Fig. 1: met3 routing
Scale bar: 50 um.
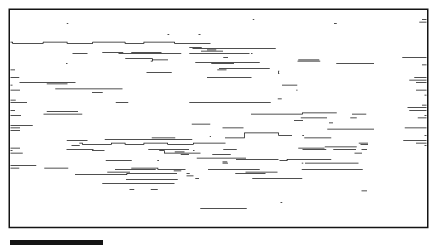
Fig. 2: metal 2
Cells faint in the background.
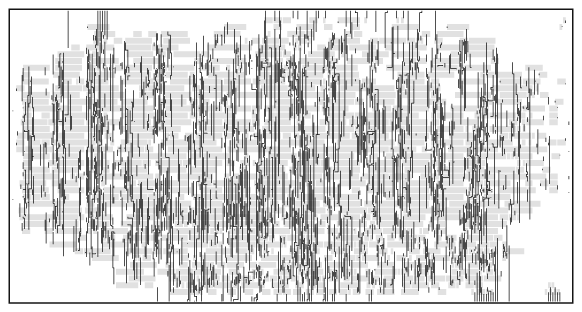
Fig. 3: gate-type map
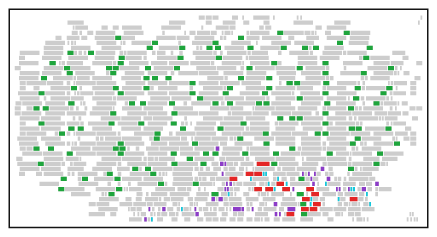
Fig. 4: register map, names as in the netlist
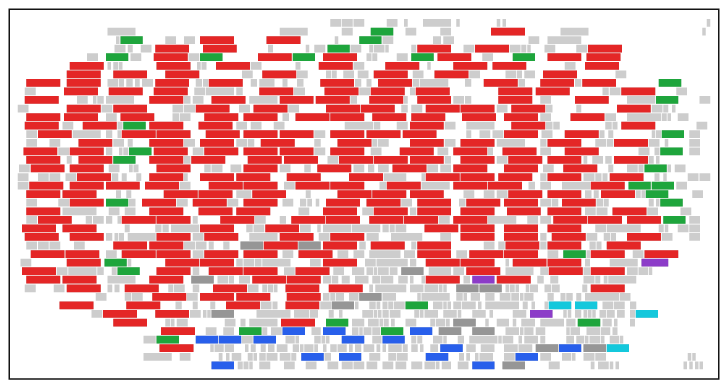
Fig. 5: congestion heat map
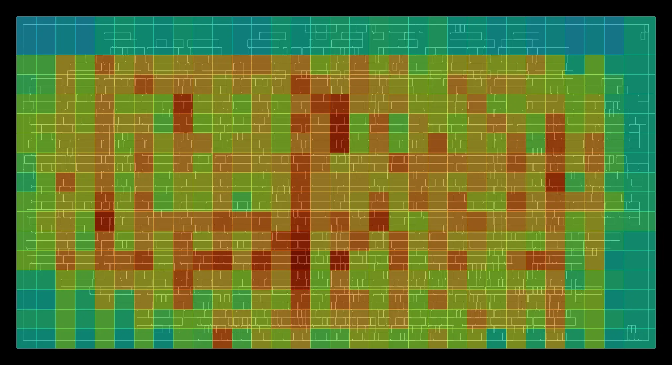
### src/rtl/cache_cmd_issuer_if.sv
// cache_cmd_issuer_if: upstream command handshake plus the cache-facing command bus
interface cache_cmd_issuer_if;
    logic        cmd_in_valid;
    logic        cmd_in_ready;
    logic [3:0]  cmd_in_n;
    logic [31:0] cmd_in_addr;
    logic [31:0] address;
    logic [3:0]  n;
    logic        valid;
    modport master (output cmd_in_valid, cmd_in_n, cmd_in_addr, input cmd_in_ready, address, n, valid);
    modport slave  (input cmd_in_valid, cmd_in_n, cmd_in_addr, output cmd_in_ready, address, n, valid);
endinterface

### src/rtl/cache_cmd_issuer.sv
// cache_cmd_issuer: FIFO-buffered one-at-a-time cache command issuer; CACHE_CMD_ISSUER_DROP_ILLEGAL_EN drops illegal codes
module cache_cmd_issuer #(
    parameter int DEPTH   = 8,
    parameter int OPR_LAT = 10
) (
    input  logic               clk,
    input  logic               rst,
    cache_cmd_issuer_if.slave  bus,
    output logic               busy,
    output logic               empty,
    output logic [15:0]        issued_cntr,
    output logic [15:0]        drop_cntr
);
    localparam int AW = $clog2(DEPTH);
    localparam int CW = $clog2(OPR_LAT);
    typedef enum logic [1:0] {IDLE, ISSUE, BUSY} state_t;
    state_t         state;
    logic [35:0]    mem [DEPTH];
    logic [35:0]    head;
    logic [AW-1:0]  wr_ptr, rd_ptr;
    logic [AW:0]    count;
    logic [CW-1:0]  cnt;
    logic           full, acc, wr, pop;
    assign full             = count == (AW+1)'(DEPTH);
    assign empty            = count == '0;
    assign bus.cmd_in_ready = !full && !rst;
    assign acc              = bus.cmd_in_valid && bus.cmd_in_ready;
    assign pop              = state == IDLE && !empty;
    assign head             = mem[rd_ptr];
`ifdef CACHE_CMD_ISSUER_DROP_ILLEGAL_EN
    logic legal;
    assign legal = bus.cmd_in_n <= 4'd6 || bus.cmd_in_n == 4'd8 || bus.cmd_in_n == 4'd9;
    assign wr    = acc && legal;
    always_ff @(posedge clk) begin
        if (rst) drop_cntr <= '0;
        else if (acc && !legal) drop_cntr <= drop_cntr + 16'd1;
    end
`else
    assign wr        = acc;
    assign drop_cntr = '0;
`endif
    always_ff @(posedge clk) begin
        if (wr) mem[wr_ptr] <= {bus.cmd_in_n, bus.cmd_in_addr};
    end
    always_ff @(posedge clk) begin
        if (rst) begin
            wr_ptr <= '0;
            rd_ptr <= '0;
            count  <= '0;
        end else begin
            if (wr) wr_ptr <= wr_ptr + 1'b1;
            if (pop) rd_ptr <= rd_ptr + 1'b1;
            count <= count + (AW+1)'(wr) - (AW+1)'(pop);
        end
    end
    // address/n stay held through BUSY so the cache can decode them combinationally
    always_ff @(posedge clk) begin
        if (rst) begin
            state       <= IDLE;
            bus.valid   <= 1'b0;
            bus.address <= '0;
            bus.n       <= '0;
            busy        <= 1'b0;
            cnt         <= '0;
            issued_cntr <= '0;
        end else begin
            case (state)
                IDLE: if (!empty) begin
                    bus.address <= head[31:0];
                    bus.n       <= head[35:32];
                    bus.valid   <= 1'b1;
                    busy        <= 1'b1;
                    state       <= ISSUE;
                end
                ISSUE: begin
                    bus.valid   <= 1'b0;
                    issued_cntr <= issued_cntr + 16'd1;
                    if (bus.n == 4'd8) begin
                        busy  <= 1'b0;
                        state <= IDLE;
                    end else begin
                        cnt   <= CW'(OPR_LAT - 2);
                        state <= BUSY;
                    end
                end
                BUSY: if (cnt == '0) begin
                    busy  <= 1'b0;
                    state <= IDLE;
                end else cnt <= cnt - 1'b1;
                default: state <= IDLE;
            endcase
        end
    end
endmodule

### src/flat_wrapper.sv
// flat-port wrapper written by rule: the top's interface ports become plain ports
module cache_cmd_issuer_flat 
#(
    parameter int DEPTH   = 8,
    parameter int OPR_LAT = 10
)
  (clk, rst, busy, empty, issued_cntr, drop_cntr, bus_cmd_in_valid, bus_cmd_in_n, bus_cmd_in_addr, bus_cmd_in_ready, bus_address, bus_n, bus_valid);
  cache_cmd_issuer_if bus_i ();
  input  logic clk;
  input  logic rst;
  output logic busy;
  output logic empty;
  output logic [15:0] issued_cntr;
  output logic [15:0] drop_cntr;
  input wire logic [$bits(bus_i.cmd_in_valid)-1:0] bus_cmd_in_valid;
  input wire logic [$bits(bus_i.cmd_in_n)-1:0] bus_cmd_in_n;
  input wire logic [$bits(bus_i.cmd_in_addr)-1:0] bus_cmd_in_addr;
  output wire logic [$bits(bus_i.cmd_in_ready)-1:0] bus_cmd_in_ready;
  output wire logic [$bits(bus_i.address)-1:0] bus_address;
  output wire logic [$bits(bus_i.n)-1:0] bus_n;
  output wire logic [$bits(bus_i.valid)-1:0] bus_valid;
  assign bus_i.cmd_in_valid = bus_cmd_in_valid;
  assign bus_i.cmd_in_n = bus_cmd_in_n;
  assign bus_i.cmd_in_addr = bus_cmd_in_addr;
  assign bus_cmd_in_ready = bus_i.cmd_in_ready;
  assign bus_address = bus_i.address;
  assign bus_n = bus_i.n;
  assign bus_valid = bus_i.valid;
  cache_cmd_issuer #(.DEPTH(DEPTH), .OPR_LAT(OPR_LAT)) u_core (.clk(clk), .rst(rst), .bus(bus_i), .busy(busy), .empty(empty), .issued_cntr(issued_cntr), .drop_cntr(drop_cntr));
endmodule
### config.mk
export PLATFORM = sky130hd
export DESIGN_NAME = cache_cmd_issuer_flat
export DESIGN_NICKNAME = d
export VERILOG_FILES = /design/src/rtl/cache_cmd_issuer_if.sv /design/src/rtl/cache_cmd_issuer.sv /design/src/flat_wrapper.sv
export SDC_FILE = /design/constraint.sdc
export NUM_CORES = 1
export LEC_CHECK = 0
export ABC_AREA = 0
export CAP_MARGIN = 20
export CORE_AREA = 2 2 223 115
export CTS_CLUSTER_SIZE = 24
export DETAILED_ROUTE_END_ITERATION = 16
export DIE_AREA = 0 0 225 117
export PLACE_DENSITY = 0.79
export SLEW_MARGIN = 20
export SYNTH_ARGS = -nofsm -noshare
export SYNTH_HDL_FRONTEND = slang
export SYNTH_SLANG_ARGS = --single-unit
### constraint.sdc
create_clock -name clk -period 6.3 [get_ports clk]
set_clock_uncertainty 0.2 [all_clocks]
set_input_delay 0.63 -clock clk [delete_from_list [all_inputs] [get_ports clk]]
set_output_delay 0.63 -clock clk [all_outputs]
set_load 0.01 [all_outputs]
==> impl_metrics.csv <==
group,metric,value,unit
synth,synth-edff-count,288,
final_timing,setup_viol,0,
setup_path,cpMostUsedCell,"ha_1",
pwr,clkPwrFrac,30.9,%
min_path,whs_endpoint,"u_core.cnt[1]",
die,die_height,117,um
final_layout,filler_cell_count,1664,
synth,area_leaders,"edfxtp_1 62%, mux2i_1 10%, dfxtp_1 10%",
setup_path,crit_fanout,38,
setup_path,arrival,3430,ps
final_timing,setup_ws,3090,ps
die,core-area,24600,sq um
route,dr.pass1.iters,5,
global_route,grt_pass1_vias,7571,
synth,synth_seq_share,72.2,%
synth,synth_cells,916,
cts,path_clk_slew,70,ps
route,wl_per_cell,20.8,um
synth,yosysWarningCount,0,
setup_path,end_kind,"flop",
die,rows,41,
cts,cts_tree,"yes",
job,tool_warnings,31,
setup_path,slowest_delay,460,ps
route,drt-vias-per-instance,5.78,
synth,top_cell_area_share,62.1,%
final_timing,final-hold-violation-count,0,
synth,ys.flop_type,"edfxtp_1",
die,fp_util,56.7,%
cts,cts_max_path_buffers,3,
min_path,hp-class,"flop to flop",
placement,place_congestion,0.737,
pwr,p_leak,5.50,nW
final_layout,layout.nets,1067,
pwr,vdd_ir_drop_max,0.000246,V
die,die_area,26300,sq um
placement,hpwl,16300,um
final_layout,layout_top_cells,"288 x edfxtp_1, 146 x mux2i_1, 93 x clkdlybuf4s50_1",
synth,yosys.area.top_type,"edfxtp_1",
final_timing,finalCritPeriodShare,51.0,%
route,vias,7844,
final_layout,logic_area,3530,sq um
synth,synth.distinct_cells,42,
route,wl_met2,12500,um
placement,placedInstanceArea,15200,sq um
die,die_w,225,um
global_route,grt_overflow,0,
run_status,status,"complete, no violations",
setup_path,cp_slowest_cell,"buf_4",
final_timing,maxSlewHeadroom,28.8,%
synth,ys_cells,916,
setup_path,r2r_cells,12,
final_layout,final_cell_area,16300,sq um
placement,portBuffers,94,
final_timing,fin_crit,3210,ps
route,drt_iter0_drc,740,
cts,cts.sinks,358,
setup_path,worst_setup_path_start_kind,"flop",
job,drv_cap,0,
pwr,p_seq_share,43.9,%
final_timing,rsz0062_at_grt,"false",
cts,htree_levels,1,
final_layout,finalNonFillerCells,1358,
pwr,power_density,405,nW/um^2
cts,ctsResizeCount,0,
route,wl_met3,1820,um
final_layout,final_util,66.4,%
pwr,comb_power_share,25.2,%
final_layout,drive_above_1_share,8.49,%
global_route,grt_max_degree,90,
pwr,p_total,6.61,mW
route,wl,28200,um
## Picture notes: Fig. 1
91 nets have wire on it. The layer holds 6.5% of the routed length. The wires run mostly horizontal. The longest straight run is 46.9 um. The layer carries 1820 um of wire.

## Picture notes: Fig. 2
The longest straight run is 52.4 um. The layer holds 44% of the routed length.

## Picture notes: Fig. 3
multiplexers: in green, cells 148, most used mux2i_1. adder and majority cells: in red, cells 16, most used ha_1. NAND gates: in purple, cells 35, most used nand2_1. inverters: in cyan, cells 18, most used inv_1.

## Picture notes: Fig. 4
`u_core.cnt`: in cyan, flops 4, where lower right. `u_core.bus.address`: in green, flops 32, where widely spread. `u_core.rd_ptr`: in purple, flops 3. `u_core.mem`: in red, flops 288. `u_core.issued_cntr`: in blue, flops 16, where bottom centre.

## Picture notes: Fig. 5
GR Util met2: 33.5%
GRT Resource Usage Total: 21.9%
met1 Use GR: 33.2%
met3 usage: 3.99%
Most Crowded Layer GR: met2

## final cells by class
class | count | share of cell area [%]
clock buffer | 38 | 5.04
tap | 322 | 2.47
inverter | 18 | 0.414
sequential | 358 | 61.6
multi-input combinational | 491 | 21.6
timing repair buffer | 113 | 7.18
clock inverter | 18 | 1.65
## kinds of logic after synthesis
group	after synthesis	synth area share, %
compound gates	94	4.35
flops	358	72.2
fa+ha+maj	16	1.49
other cells	1	0.0269
simple gates	199	6.96
xor+xnor	18	1.13
buf+inv	82	3.21
mux	148	10.7
## how the worst max path moves through the flow
stage                          start                 to  slack (ps)  cells past startpoint
floorplan           bus_cmd_in_valid   u_core.mem[0][0]        1220                      3
global placement                 rst  u_core.mem[5][31]        2740                      7
detailed placement               rst  u_core.mem[6][29]        2710                      7
CTS                  u_core.count[2]    u_core.count[2]        3100                     12
global route         u_core.count[2]    u_core.count[2]        2910                     12
finish               u_core.count[2]    u_core.count[2]        3090                     12
## Yosys cell counts (9+ instances only)
cell      count
dfxtp_1      70
nor2_1       64
mux2i_1     146
inv_1        17
buf_4        22
buf_2        15
clkbuf_1     22
nor3_1       80
xnor2_1      13
ha_1         15
nand2_1      17
o22ai_1      72
edfxtp_1    288
a21oi_1       9
## registers in the layout, indices dropped and copies added (netlist names)
name                count
u_core.issued_cntr     16
u_core.mem            288
u_core.bus.n            4
u_core.cnt              4
u_core.bus.address     32
u_core.rd_ptr           3
u_core.bus.valid        1
u_core.state            2
u_core.wr_ptr           3
u_core.busy             1
u_core.count            4
## worst reg2reg max path, cell delays in order (launching register included)
cell and delay [ps]:
dfxtp_1 300, inv_1 90, ha_1 150, or3b_1 400, nand2_1 90, buf_4 460
clkinv_1 220, ha_1 320, inv_1 40, ha_1 210, fa_1 390, xnor2_1 150
nor2_1 60
Power is estimated from default activity; no workload was simulated.
